--- src/rtl/jacobi_sram_seq.sv ---
// Control sequencer for one Jacobi sweep engine: walks a ping-pong SRAM pair,
// handshaking each element with the downstream operation counter.
module jacobi_sram_seq #(
  parameter int ADDR_W   = 6,
  parameter int ITER_W   = 4,
  parameter int WAIT_MAX = 8
) (
  input  logic              clock,
  input  logic              reset,
  input  logic              start,
  input  logic [ADDR_W-1:0] num_elem,
  input  logic [ITER_W-1:0] num_iter,
  input  logic              op_done,
  output logic              countEN,
  output logic              rd_en,
  output logic [ADDR_W:0]   rd_addr,
  output logic              wr_en,
  output logic [ADDR_W:0]   wr_addr,
  output logic              busy,
  output logic              done,
  output logic              error,
  output logic [ITER_W-1:0] iter_cnt
);

  localparam int WAIT_W = $clog2(WAIT_MAX + 1);
  localparam logic [WAIT_W-1:0] WAIT_LAST = WAIT_W'(WAIT_MAX - 1);

  typedef enum logic [2:0] {IDLE, READ, WAIT, WRITE, NEXT, FIN} state_t;

  state_t            state_r, state_nxt_s;
  logic [ADDR_W-1:0] idx_r, idx_nxt_s;
  logic [ADDR_W-1:0] num_elem_r, num_elem_nxt_s;
  logic [ITER_W-1:0] num_iter_r, num_iter_nxt_s;
  logic [ITER_W-1:0] iter_r, iter_nxt_s;
  logic [WAIT_W-1:0] wait_r, wait_nxt_s;
  logic              bank_r, bank_nxt_s;
  logic              error_r, error_nxt_s;
  logic              count_en_r, rd_en_r, wr_en_r, busy_r, done_r;
  logic [ADDR_W:0]   rd_addr_r, wr_addr_r;

  // Next-state and next-counter logic for the sweep walk
  always_comb begin
    state_nxt_s    = state_r;
    idx_nxt_s      = idx_r;
    num_elem_nxt_s = num_elem_r;
    num_iter_nxt_s = num_iter_r;
    iter_nxt_s     = iter_r;
    wait_nxt_s     = wait_r;
    bank_nxt_s     = bank_r;
    error_nxt_s    = error_r;
    case (state_r)
      IDLE: begin
        if (start) begin
          num_elem_nxt_s = num_elem;
          num_iter_nxt_s = num_iter;
          error_nxt_s    = 1'b0;
          idx_nxt_s      = '0;
          iter_nxt_s     = '0;
          bank_nxt_s     = 1'b0;
          if ((num_elem == '0) || (num_iter == '0)) begin
            state_nxt_s = FIN;
          end else begin
            state_nxt_s = READ;
          end
        end else begin
          state_nxt_s = IDLE;
        end
      end
      READ: begin
        wait_nxt_s  = '0;
        state_nxt_s = WAIT;
      end
      WAIT: begin
        if (op_done) begin
          state_nxt_s = WRITE;
        end else if (wait_r == WAIT_LAST) begin
          // Counter never answered: abandon the run without writing
          error_nxt_s = 1'b1;
          state_nxt_s = FIN;
        end else begin
          wait_nxt_s = wait_r + WAIT_W'(1);
        end
      end
      WRITE: begin
        if (idx_r == (num_elem_r - ADDR_W'(1))) begin
          state_nxt_s = NEXT;
        end else begin
          idx_nxt_s   = idx_r + ADDR_W'(1);
          state_nxt_s = READ;
        end
      end
      NEXT: begin
        iter_nxt_s = iter_r + ITER_W'(1);
        bank_nxt_s = ~bank_r;
        idx_nxt_s  = '0;
        if ((iter_r + ITER_W'(1)) == num_iter_r) begin
          state_nxt_s = FIN;
        end else begin
          state_nxt_s = READ;
        end
      end
      FIN: begin
        state_nxt_s = IDLE;
      end
      default: begin
        state_nxt_s = IDLE;
      end
    endcase
  end

  // State, counters and registered outputs derived from the next state
  always_ff @(posedge clock or negedge reset) begin
    if (!reset) begin
      state_r    <= IDLE;
      idx_r      <= '0;
      num_elem_r <= '0;
      num_iter_r <= '0;
      iter_r     <= '0;
      wait_r     <= '0;
      bank_r     <= 1'b0;
      error_r    <= 1'b0;
      count_en_r <= 1'b0;
      rd_en_r    <= 1'b0;
      wr_en_r    <= 1'b0;
      busy_r     <= 1'b0;
      done_r     <= 1'b0;
      rd_addr_r  <= '0;
      wr_addr_r  <= '0;
    end else begin
      state_r    <= state_nxt_s;
      idx_r      <= idx_nxt_s;
      num_elem_r <= num_elem_nxt_s;
      num_iter_r <= num_iter_nxt_s;
      iter_r     <= iter_nxt_s;
      wait_r     <= wait_nxt_s;
      bank_r     <= bank_nxt_s;
      error_r    <= error_nxt_s;
      count_en_r <= (state_nxt_s == WAIT);
      rd_en_r    <= (state_nxt_s == READ);
      wr_en_r    <= (state_nxt_s == WRITE);
      busy_r     <= (state_nxt_s != IDLE);
      done_r     <= (state_nxt_s == FIN);
      if (state_nxt_s == READ) begin
        rd_addr_r <= {bank_nxt_s, idx_nxt_s};
      end
      if (state_nxt_s == WRITE) begin
        wr_addr_r <= {~bank_nxt_s, idx_nxt_s};
      end
    end
  end

  assign countEN  = count_en_r;
  assign rd_en    = rd_en_r;
  assign rd_addr  = rd_addr_r;
  assign wr_en    = wr_en_r;
  assign wr_addr  = wr_addr_r;
  assign busy     = busy_r;
  assign done     = done_r;
  assign error    = error_r;
  assign iter_cnt = iter_r;

endmodule

--- config.mk ---
export PLATFORM = sky130hd
export DESIGN_NAME = jacobi_sram_seq
export DESIGN_NICKNAME = d
export VERILOG_FILES = /design/src/rtl/jacobi_sram_seq.sv
export SDC_FILE = /design/constraint.sdc
export NUM_CORES = 1
export LEC_CHECK = 0
export ABC_AREA = 1
export CAP_MARGIN = 20
export CORE_MARGIN = 3
export CORE_UTILIZATION = 45
export DETAILED_ROUTE_END_ITERATION = 10
export MAX_ROUTING_LAYER = met4
export PLACE_DENSITY = 0.68
export SYNTH_ARGS = -nofsm -noshare
export SYNTH_HDL_FRONTEND = slang
export SYNTH_SLANG_ARGS = --single-unit
--- constraint.sdc ---
create_clock -name clock -period 2.1 [get_ports clock]
set_input_delay 0.42 -clock clock [delete_from_list [all_inputs] [get_ports clock]]
set_output_delay 0.42 -clock clock [all_outputs]
set_load 0.005 [all_outputs]
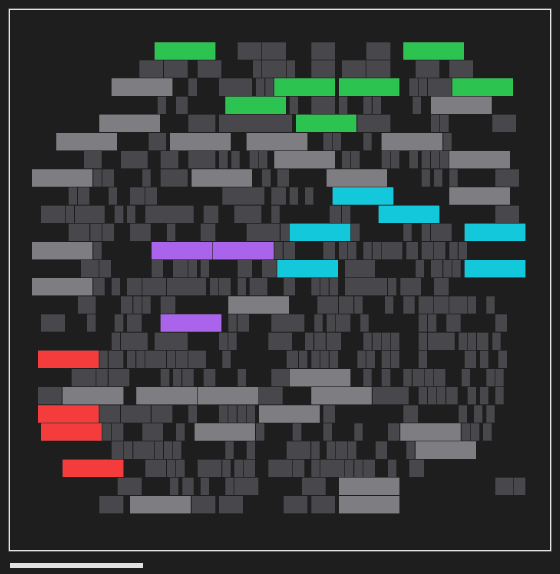
ff_map.png
Bar = 20 µm.
Key: wr_addr = green [placed flops 7]; idx_r = cyan [placed flops 6]; iter_cnt = red [placed flops 4, where south-west]; state_r = purple [placed flops 3]
Another 28 sequential cells are not colored.

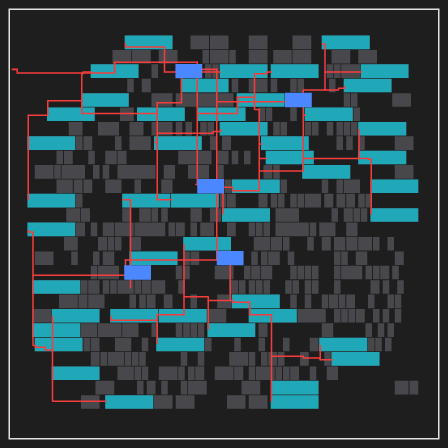
clock_wires.png
Key: flip-flops = cyan [count 48]; clock-net drivers = blue [count 5]; clock wires = red [length 587 µm]
There are 6 routed clock nets.
clock latency on the worst-skew pair: 300 ps
P_clk: 0.681 mW
skew final: 10.10 ps
clock group share of total power: 0.155

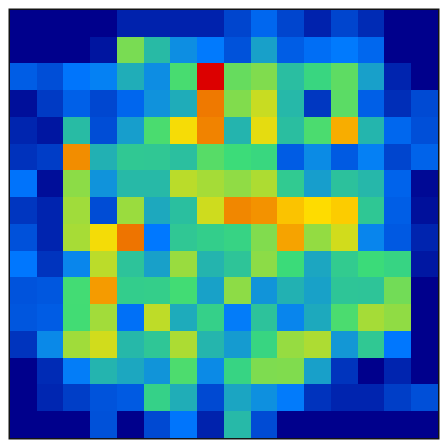
route_heat.png
16 x 16 tiles, from dark blue (low) to red (high), scaled to the fullest tile. Values are wire area over tile area, all layers added.
12% of the tiles are nearly empty. The fullest tile reaches 0.37. 23% of the tiles are over half the peak. The emptiest ninth of the die: north-west. The mean over all tiles is 0.12.
total via count after detailed routing: 2084
routed len/inst: 11.88 µm
combined global-route utilization of all metal layers: 0.1845
Total Routed Length: 5.119 mm

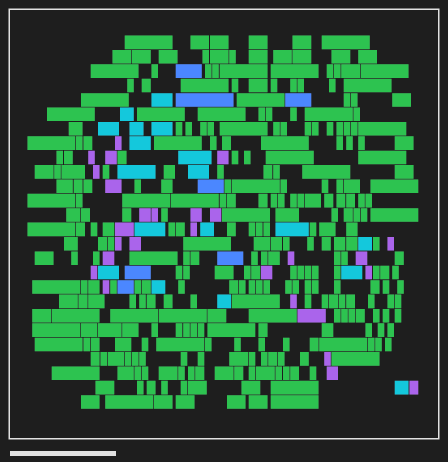
sizing.png
Bar = 20 µm.
Key: x2 = purple [cells 27, share 7.5%]; x1 and smaller = green [cells 309, share 86%]; x3 and x4 = cyan [cells 18, share 5.0%]; x6 and larger = blue [cells 7, share 1.9%]
Area growth, synth to finish: 23.77%
cell area after layout: 0.003127 mm²
Signal buffers: 43
min setup slack post-route: 173.5 ps

==> COMMIT_EDITMSG <==
Add synthesis and place-and-route results

- The flow ran to the end, and the final reports show no timing, DRC or antenna violations.
* Cell area after technology mapping: 0.002526 mm²
- The share of total power dissipated in combinational logic is 0.494.
- The post-CTS hold buffer count recorded in the log is 0.
- In this run the critical register-to-register path is captured at rd_addr[4]$_DFFE_PN0N_.
- Clock tree from TritonCTS: yes
- The design received a total of 70 well taps at floorplan.
* CP Class: reg -> reg
- For this design the top-level I/O count stands at 38.
- In the final layout, the share of cells above drive strength 1 is 0.1440.
* # resized after CTS: 0
* Overall power: around 4.4 mW
- The number of cells on the worst reg-to-reg path is 14.
- For the worst setup path, the data arrival time is 2130 ps.
* Clock Sinks: roughly 48
- Complex-gate fraction of the synthesized area: 0.05944
* Post-layout utilization of the core: 0.5933
- The most common cell in the synthesized netlist is sky130_fd_sc_hd__nand2_1.
* First-pass DRT Iterations: 4
* Number of buffer cells added on primary ports: 37
- Fp util: 0.4793
- In the global route stage, met2 resource usage came out at 0.3046.
* Reg-to-reg startpoint: num_elem_r[0]$_DFFE_PN0P_
- Counting the fill cells in the layout gives roughly 500.
- Leaving out the clock tree, the finished layout contains an inverter count of ~40.
- Register-to-register setup slack: about 170 ps
- Per-instance average area after synthesis: 8.071 µm²
* Proportion of cell area spent on the clock network: 0.03681
* Most area-hungry cell class in the final design: registers
- Most common cell on crit path: sky130_fd_sc_hd__nand2_1
- Combined flip-flop and latch cell area: approximately 0.0012 mm²
* Post-synth tally of flip-flops with integrated enable: 0
- The number of antenna violations at the first check in global routing is 0.
- Traced cell by cell, the critical path runs through inv_2, ha_2, nand2_1, nand2_1, nor2_1, nand2_1, nor2_4, nand3_4, nand2_2, nand2_4, nand2_4, nor2_4, nand2_1, nand2_1.
- In this run, the synthesized area fraction spent on and/or/nand/nor cells is recorded as 0.3452.
* Non-clock buffer contribution to total cell area: 0.1313
- After global routing, the most crowded layer is met2.
* DRT antenna net count: 0
* H-tree levels: 2
Power and IR drop assume default switching activity.
